<file path="src/rtl/const_conditional_seq.sv">
// const_conditional_seq
// Drives one stimulus vector into a wrapped combinational/pipelined block,
// waits a fixed number of edges for it to settle, captures the applied vector
// together with the block's response, and holds that result until a consumer
// takes it. A synchronous flush aborts any transaction in flight.

module const_conditional_seq #(
    parameter int IN_W          = 34,
    parameter int OUT_W         = 24,
    parameter int SETTLE_CYCLES = 2,
    parameter int CNT_W         = 16
) (
    input  logic                   clk,
    input  logic                   rst_n,
    input  logic                   vec_valid,
    input  logic [IN_W-1:0]        vec_data,
    output logic                   vec_ready,
    output logic [IN_W-1:0]        dut_in,
    input  logic [OUT_W-1:0]       dut_out,
    output logic                   res_valid,
    output logic [IN_W+OUT_W-1:0]  res_data,
    input  logic                   res_ready,
    input  logic                   flush,
    output logic                   busy,
    output logic [CNT_W-1:0]       done_cnt
);

    typedef enum logic [1:0] {
        IDLE = 2'd0,
        WAIT = 2'd1,
        HOLD = 2'd2
    } state_t;

    // The settle counter is sized for the full legal SETTLE_CYCLES range.
    localparam logic [7:0]       SETTLE_LOAD = 8'(SETTLE_CYCLES - 1);
    localparam logic [CNT_W-1:0] DONE_MAX    = {CNT_W{1'b1}};

    state_t                  state_r;
    state_t                  state_nxt_s;
    logic [7:0]              settle_r;
    logic [7:0]              settle_nxt_s;
    logic                    accept_s;
    logic                    capture_s;
    logic                    handoff_s;
    logic [IN_W-1:0]         dut_in_r;
    logic [IN_W+OUT_W-1:0]   res_data_r;
    logic                    res_valid_r;
    logic                    busy_r;
    logic [CNT_W-1:0]        done_cnt_r;

    // Next-state and event decode; flush overrides every other event.
    always_comb begin
        state_nxt_s  = state_r;
        settle_nxt_s = settle_r;
        accept_s     = 1'b0;
        capture_s    = 1'b0;
        handoff_s    = 1'b0;
        if (flush) begin
            state_nxt_s  = IDLE;
            settle_nxt_s = 8'd0;
        end else begin
            case (state_r)
                IDLE: begin
                    if (vec_valid) begin
                        accept_s     = 1'b1;
                        settle_nxt_s = SETTLE_LOAD;
                        state_nxt_s  = WAIT;
                    end else begin
                        state_nxt_s  = IDLE;
                    end
                end
                WAIT: begin
                    if (settle_r == 8'd0) begin
                        capture_s   = 1'b1;
                        state_nxt_s = HOLD;
                    end else begin
                        settle_nxt_s = settle_r - 8'd1;
                    end
                end
                HOLD: begin
                    if (res_ready) begin
                        handoff_s   = 1'b1;
                        state_nxt_s = IDLE;
                    end else begin
                        state_nxt_s = HOLD;
                    end
                end
                default: begin
                    state_nxt_s  = IDLE;
                    settle_nxt_s = 8'd0;
                end
            endcase
        end
    end

    // State, settle counter and the status flags derived from the next state.
    always_ff @(posedge clk or negedge rst_n) begin
        if (!rst_n) begin
            state_r     <= IDLE;
            settle_r    <= 8'd0;
            res_valid_r <= 1'b0;
            busy_r      <= 1'b0;
        end else begin
            state_r     <= state_nxt_s;
            settle_r    <= settle_nxt_s;
            res_valid_r <= (state_nxt_s == HOLD);
            busy_r      <= (state_nxt_s != IDLE);
        end
    end

    // Applied vector changes only when a new vector is accepted.
    always_ff @(posedge clk or negedge rst_n) begin
        if (!rst_n) begin
            dut_in_r <= '0;
        end else if (accept_s) begin
            dut_in_r <= vec_data;
        end else begin
            dut_in_r <= dut_in_r;
        end
    end

    // Result snapshot is taken once per transaction and then frozen.
    always_ff @(posedge clk or negedge rst_n) begin
        if (!rst_n) begin
            res_data_r <= '0;
        end else if (capture_s) begin
            res_data_r <= {dut_in_r, dut_out};
        end else begin
            res_data_r <= res_data_r;
        end
    end

    // Count handed-off results, sticking at the maximum instead of wrapping.
    always_ff @(posedge clk or negedge rst_n) begin
        if (!rst_n) begin
            done_cnt_r <= '0;
        end else if (handoff_s && (done_cnt_r != DONE_MAX)) begin
            done_cnt_r <= done_cnt_r + {{(CNT_W-1){1'b0}}, 1'b1};
        end else begin
            done_cnt_r <= done_cnt_r;
        end
    end

    // vec_ready must reflect the current state within the same cycle.
    assign vec_ready = (state_r == IDLE);
    assign dut_in    = dut_in_r;
    assign res_valid = res_valid_r;
    assign res_data  = res_data_r;
    assign busy      = busy_r;
    assign done_cnt  = done_cnt_r;

endmodule

</file>
<file path="config.mk">
export PLATFORM = sky130hd
export DESIGN_NAME = const_conditional_seq
export DESIGN_NICKNAME = d
export VERILOG_FILES = /design/src/rtl/const_conditional_seq.sv
export SDC_FILE = /design/constraint.sdc
export NUM_CORES = 1
export LEC_CHECK = 0
export CORE_MARGIN = 10
export CORE_UTILIZATION = 45
export CTS_CLUSTER_SIZE = 30
export DETAILED_ROUTE_END_ITERATION = 7
export PLACE_DENSITY = 0.8
export SETUP_SLACK_MARGIN = 0.3
export SYNTH_ARGS = -nofsm -noshare
export SYNTH_HDL_FRONTEND = slang
export SYNTH_SLANG_ARGS = --single-unit
</file>
<file path="constraint.sdc">
create_clock -name clk -period 2.65 [get_ports clk]
set_input_delay 0.53 -clock clk [delete_from_list [all_inputs] [get_ports clk]]
set_output_delay 0.53 -clock clk [all_outputs]
set_load 0.05 [all_outputs]
</file>
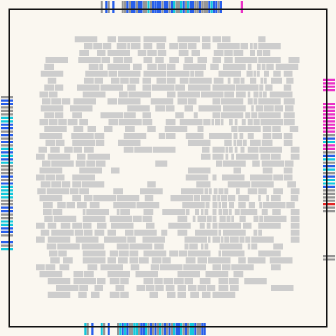
Run 1: pin placement
Pins as bars across the die edge, other pins in grey.
blue -> res_data  # pins 58, direction output, edge 22 top, 16 bottom, 15 left, 5 right
magenta -> done_cnt  # pins 16, direction output, edge 15 right, 1 top
red -> flush  # pins 1, direction input, edge right
cyan -> vec_data  # pins 34, direction input, edge 12 left, 12 bottom, 5 top, 5 right

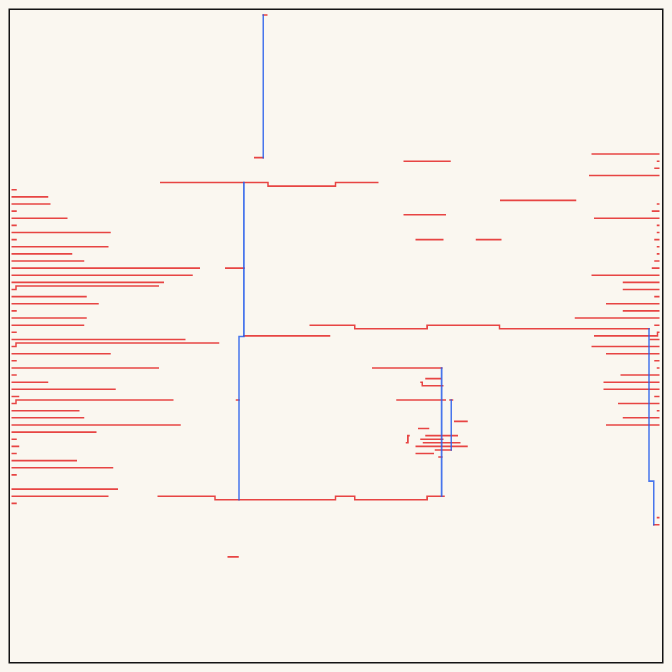
Run 1: wiring by layer
Only two layers are drawn.
red -> met3  # wire length 1,100 um
blue -> met4  # wire length 161 um

==> flow_summary_export.csv, run 1 <==
group,metric,value,unit
clock_network,tritoncts.num_buffers,17,
drt,via_per_inst,5.19,
global_routing,grt-ovfl-total,0,
final_timing,setup_ws,0.341,ns
clock_network,cts_tree,"yes",
synth,synth.yosys.warnings,0,
drt,detailroute.via_count,3575,
clock_network,clk-insertion-delay-late,0.51,ns
global_routing,first_pass_grt_wire_length,21300,um
drt,route.detailed.wl_per_inst,19.4,um
pwr,cellLeakagePower,3.20,nW
synth,ys_async_sr_fraction,100,%
final_timing,rsz_0062_raised_after_global_routing,"no",
drt,routed_wl,13300,um
die,core_density_at_floorplan,45.6,%
clock_network,post-cts-setup-buffer-count,0,
synth,yosys-stat-area,0.00490,sq mm
final_timing,hold_ws,0.481,ns
flow_run,max_cap_viol_count,0,
critical_path,critical_path.slowest_cell,"clkdlybuf4s50_1",
die,total_core_area,0.0107,sq mm
synth,netlist_instances,351,
synth,synthDistinctLibCells,42,
global_routing,grt_antenna_before_repair,0,
clock_network,ctsRootBufferMaster,"clkbuf_8",
final_timing,tightest_slew,0.640,ns
die,io-pin-count,174,
pwr,power.density_cell_area,1410,mW/mm^2
die,chipHeight,124,um
critical_path,timing.critical_path.buf_inv,1,
die,floorplan.rows,38,
synth,netlist_area,0.00490,sq mm
synth,edf_count,0,
synth,yosys.cell_count.top_type,"dfrtp_1",
clock_network,path_clk_slew,0.05,ns
critical_path,crit_type,"flip-flop to output pin",
final_timing,timing.final.max_slew_violations,0,
synth,top_cells_by_area,"dfrtp_1, mux2_2, mux2_1, nor2_1, xnor2_1",
synth,synth_top_cell_by_area,"dfrtp_1",
die,dieWidth,124,um
clock_network,clock_path_buffers,2,
pwr,vdd_ir_drop_max,0.790,mV
final_timing,fin_skew,0.00592,ns
flow_run,openroad.warnings,26,
die,chip_area,0.0155,sq mm
critical_path,cp-end-kind,"output pin",
synth,floorplan.nets,416,
global_routing,vias_in_the_first_global_route,3919,
final_timing,relSlewSlack,57.0,%
synth,ys_seq_share,61.2,%
drt,drt_first_iter_violations,244,
final_timing,report.final.setup_viol,0,
synth,synth.top_cell.area_share,61.2,%
synth,synth.cells.most_frequent,"dfrtp_1, mux2_2, mux2_1",
critical_path,timing.critical_path.arrival,1.78,ns
synth,postSynthAreaPerCell,14.0,sq um
clock_network,cts_max_level,4,
cells_and_area,finish.utilization,68.4,%
placed_design,gp_congestion,0.879,
synth,synth-seq-cells,120,
cells_and_area,antennaDiodeCount,0,
synth,synth_top_flop_cell,"dfrtp_1",
cells_and_area,syn2layout_area_growth,49.9,%
run_status,run_status,"complete, no violations",
drt,detail_route.first_pass.iterations,4,
final_timing,achievable-frequency,433,MHz
drt,drcViolationCount,0,
placed_design,buffer_ports.inserted,173,
synth,yosys-stat-cells,351,
final_timing,hold_viol_final,0,
global_routing,grt_start_max_net_pins,66,
critical_path,r2r-start,"settle_r[3]$_DFFE_PN0P_",
critical_path,critical_path.cell_chain,"clkdlybuf4s50_1",
critical_path,critPathLaunch,"done_cnt[6]$_DFFE_PN0P_",
cells_and_area,drive_above_1_share,21.5,%
critical_path,timing.critical_path.fanout_max,4,
critical_path,slowest_delay,0.85,ns
critical_path,worst_ep_required_time,2.12,ns
final_timing,share_of_the_clock_period_used_by_the_worst_path_after_layout,87.1,%
placed_design,place_ws,0.0891,ns
critical_path,critical_path.startpoint_type,"flip-flop",
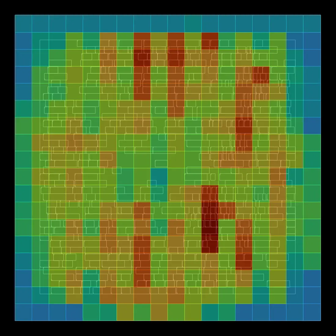
Run 1: routing congestion map
total routing resource utilization after global routing: 16.9%
met1 track utilization from global routing: 17.5%

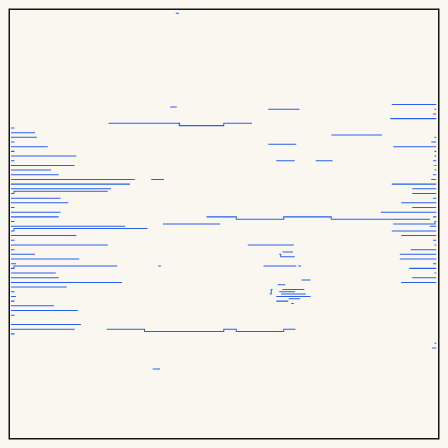
Run 1: met3 routing
wire length on this layer = 1,100 um
nets with wire on the layer = 98
main direction = horizontal

[run 1: where the power goes]
group	switching [W]	internal [W]
registers	0.000495	0.00257
logic	0.00347	0.00195
clock network	0.000734	0.00117
total	0.00469	0.00570
[run 1: stage by stage]
step,total power [W],std cells,instance area (sq um)
after floorplan,0.00656,351,4900
after global placement,0.00842,659,6840
after detailed placement,0.00855,659,6840
after CTS,0.0105,689,7330
after global routing,0.0109,689,7350
final,0.0104,689,7350
[run 1: cell usage in the layout, fill, tap and decap left out, types with 2 or more instances in the layout]
cell,instances
or3_1,2
nor2b_1,3
nand2_1,12
a31oi_1,5
or4_1,3
nand3_1,9
clkbuf_1,5
dfrtp_1,120
nor2_1,14
o21a_1,2
a41oi_1,2
dlymetal6s2s_1,8
inv_1,5
buf_4,9
nand4_1,6
nor3_1,7
clkbuf_16,16
o21ai_0,9
mux2_2,74
ha_1,2
clkdlybuf4s50_1,159
nand2b_1,2
o32ai_1,2
xnor2_1,6
dlygate4sd2_1,5
clkinv_2,5
xor2_1,3
clkbuf_8,3
mux2_1,20
nor4_1,3
buf_12,3
a21oi_1,8
[run 1: per-layer routing]
metal	GRT usage, %	up-vias	routed length (um)
li1	-	1636	-
met1	17.5	1790	5110
met2	30.0	135	6970
met3	8.00	14	1100
met4	4.80	0	160
met5	0	-	0
[run 1: sequential cells by signal, summed over array words and instances, names as in the netlist]
signal	cells
done_cnt	16
res_valid	1
dut_in	34
busy	1
settle_r	8
state_r	2
res_data	58
[run 1: layout make-up]
class                   instances  area (sq um)
fillers                       814          3390
flip-flops and latches        120          3000
repair buffers                185          1870
multi-input cells             210          1800
clock buffers                  24           460
well taps                     140           175
clock inverters                 5          25.0
inverters                       5          18.8
[run 1: timing repair]
action | 4_1_cts | 5_1_grt
hold endpoints to repair | 26 | 0
gates resized | 5 | 8
endpoints found under the setup margin | 5 | 8
hold buffers | 1 | 0
gates cloned | 0 | 0
[run 1: worst paths after layout]
kind / endpoint / slack, ns / cells past startpoint
min in group asynchronous: dut_in[22]$_DFFE_PN0P_ / 0.54 / 2
max: done_cnt[6] / 0.34 / 1
min: res_data[44]$_DFFE_PN0P_ / 0.48 / 1
min reg2reg: res_data[44]$_DFFE_PN0P_ / 0.48 / 1
max reg2reg: res_data[26]$_DFFE_PN0P_ / 0.45 / 4
max in group asynchronous: res_data[14]$_DFFE_PN0P_ / 1.39 / 3
[run 1: logic make-up after synthesis]
group	count (synthesis)	synth area share, %
xor+xnor	9	1.61
fa+ha+maj	2	0.510
flops	120	61.2
mux	95	21.8
compound gates	32	4.03
buf+inv	21	2.40
simple gates	72	8.42
Run 1, where the registers sit:
Other sequential cells in the stronger grey, the rest of the logic in the fainter grey.
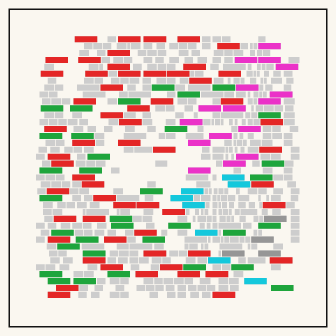

==> run 2, diff against run 1 <==
Settings changed: CELL_PAD_IN_SITES_DETAIL_PLACEMENT set to 0, CELL_PAD_IN_SITES_GLOBAL_PLACEMENT set to 1, CORE_UTILIZATION 45 to 35, CTS_CLUSTER_DIAMETER set to 100, PLACE_DENSITY 0.8 to unset, PLACE_DENSITY_LB_ADDON set to 0.1.
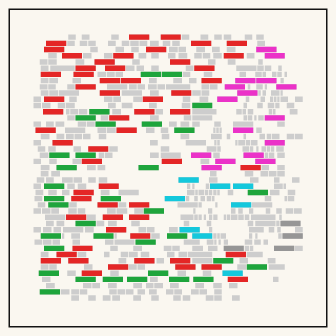
Run 2: where the registers sit
Other sequential cells in the stronger grey, the rest of the logic in the fainter grey.
green -> dut_in  # placed flops 34
magenta -> done_cnt  # placed flops 16
red -> res_data  # placed flops 58
cyan -> settle_r  # placed flops 8

==> flow_summary_export.csv, run 2 <==
group,metric,value,unit
clock_network,clock_path_buffers,2,
final_timing,hold_viol_final,0,
synth,ys_async_sr_fraction,100,%
synth,synth.yosys.warnings,0,
flow_run,max_cap_viol_count,0,
flow_run,openroad.warnings,26,
critical_path,slowest_delay,0.85,ns
die,core_density_at_floorplan,35.5,%
critical_path,r2r.worst_path.cells,5,
pwr,power.density_cell_area,1460,mW/mm^2
synth,yosys-stat-area,0.00490,sq mm
clock_network,cts_tree,"yes",
clock_network,clk-insertion-delay-late,0.41,ns
pwr,cellLeakagePower,3.14,nW
final_timing,timing.final.max_slew_violations,0,
synth,logic_family,"multiplexers",
critical_path,r2r-start,"done_cnt[0]$_DFFE_PN0P_",
synth,synth_top_cell_by_area,"dfrtp_1",
synth,yosys.area_share.adder,0.510,%
final_timing,rsz_0062_raised_after_global_routing,"no",
critical_path,worst_ep_required_time,2.12,ns
final_timing,achievable-frequency,444,MHz
die,chip_area,0.0191,sq mm
final_timing,tightest_slew,0.621,ns
synth,yosys-stat-cells,351,
cells_and_area,largest_register_ff_count,58,
synth,ys_seq_share,61.2,%
drt,via_per_inst,4.87,
synth,postSynthAreaPerCell,14.0,sq um
cells_and_area,lay_top_count,"clkdlybuf4s50_1",
synth,synthDistinctLibCells,42,
synth,top_cells_by_area,"dfrtp_1, mux2_2, mux2_1, nor2_1, xnor2_1",
global_routing,vias_in_the_first_global_route,3828,
final_timing,finalSetupTns,0,ns
clock_network,post-cts-setup-buffer-count,0,
drt,route.detailed.wl_per_inst,18.1,um
clock_network,cts_max_level,4,
global_routing,grt-ovfl-total,0,
synth,netlist_instances,351,
cells_and_area,most_frequently_placed_logic_cells_in_the_final_layout,"clkdlybuf4s50_1, dfrtp_1, mux2_2",
global_routing,grt_antenna_before_repair,0,
critical_path,critical_path.cell_chain,"clkdlybuf4s50_1",
critical_path,rrSetupSlack,0.51,ns
die,total_core_area,0.0138,sq mm
final_timing,share_of_the_clock_period_used_by_the_worst_path_after_layout,85.1,%
cells_and_area,antennaDiodeCount,0,
clock_network,tritoncts.num_buffers,17,
die,dieWidth,138,um
drt,drcViolationCount,0,
synth,edf_count,0,
clock_network,cts_hold_repair.buffers,0,
die,chipHeight,138,um
synth,netlist_area,0.00490,sq mm
clock_network,path_clk_slew,0.05,ns
cells_and_area,drive_above_1_share,22.5,%
cells_and_area,finish.utilization,54.6,%
die,floorplan.rows,43,
synth,synth.top_cell.area_share,61.2,%
placed_design,gp_congestion,0.755,
critical_path,critical_path.slowest_cell,"clkdlybuf4s50_1",
synth,synth.cells.most_frequent,"dfrtp_1, mux2_2, mux2_1",
synth,synth_top_flop_cell,"dfrtp_1",
final_timing,report.final.setup_viol,0,
synth,post_synth_mux_area_share,21.8,%
synth,synth-seq-cells,120,
final_timing,fin_skew,0.00491,ns
critical_path,cp-end-kind,"output pin",
critical_path,total_stage_count_of_the_critical_path,1,
cells_and_area,syn2layout_area_growth,54.1,%
final_timing,hold_ws,0.0423,ns
synth,yosys.cell_count.top_type,"dfrtp_1",
critical_path,timing.critical_path.fanout_max,7,
run_status,run_status,"complete, no violations",
drt,detail_route.first_pass.iterations,4,
global_routing,grt_start_max_net_pins,59,
critical_path,crit_type,"flip-flop to output pin",
placed_design,buffer_ports.inserted,173,
critical_path,timing.critical_path.buf_inv,1,
critical_path,worst_r2r_endpoint,"done_cnt[1]$_DFFE_PN0P_",
==> run 2: cell counts after synthesis <==
Identical to the previous run, type by type.
==> run 2: cell type report <==
type	instances	area (sq um)	share of cell area, %
multi-input cells	210	1800	23.8
inverters	5	18.8	0.248
flip-flops and latches	120	3000	39.7
clock buffers	24	492	6.51
clock inverters	8	165	2.19
well taps	180	225	2.98
repair buffers	185	1860	24.6
==> run 2: worst max path at each step <==
stage,start,endpoint,slack [ns]
3_3_place_gp,flush,done_cnt[15]$_DFFE_PN0P_,0.17
4_1_cts,done_cnt[9]$_DFFE_PN0P_,done_cnt[9],0.37
2_1_floorplan,done_cnt[0]$_DFFE_PN0P_,done_cnt[1]$_DFFE_PN0P_,0.35
5_1_grt,done_cnt[0]$_DFFE_PN0P_,done_cnt[0],0.32
3_5_place_dp,flush,done_cnt[15]$_DFFE_PN0P_,0.16
6_report,done_cnt[9]$_DFFE_PN0P_,done_cnt[9],0.40
==> run 2: cells by family after synthesis <==
kind of cell	count (synthesis)
mux	95
compound gates	32
buf+inv	21
xor+xnor	9
flops	120
fa+ha+maj	2
simple gates	72
==> run 2: layer usage <==
layer / track usage [%] / up-vias / share of wire (%)
met5: 0 / - / 0
met4: 4.33 / 0 / 0.80
met3: 7.88 / 10 / 10
met2: 22.2 / 115 / 49
met1: 15.8 / 1791 / 40
li1: - / 1646 / -
==> run 2: repair_timing <==
| item | in CTS | in global routing |
|---|---|---|
| endpoints found under the setup margin | 1 | 0 |
| resized | 1 | 0 |
| hold endpoints to repair | 0 | 0 |
==> run 2: through the flow <==
step / instances / worst slack, ns / area, sq um
after floorplan: 351 / 0.351 / 4900
after global placement: 700 / 0.168 / 6900
after detailed placement: 700 / 0.163 / 6900
after CTS: 732 / 0.370 / 7550
after global routing: 732 / 0.321 / 7550
final: 732 / 0.396 / 7550
==> run 2: report_power, final <==
group          switching, W  internal (W)
clock network      0.000785       0.00176
logic               0.00345       0.00195
registers          0.000492       0.00257
Power is estimated from default activity; no workload was simulated.
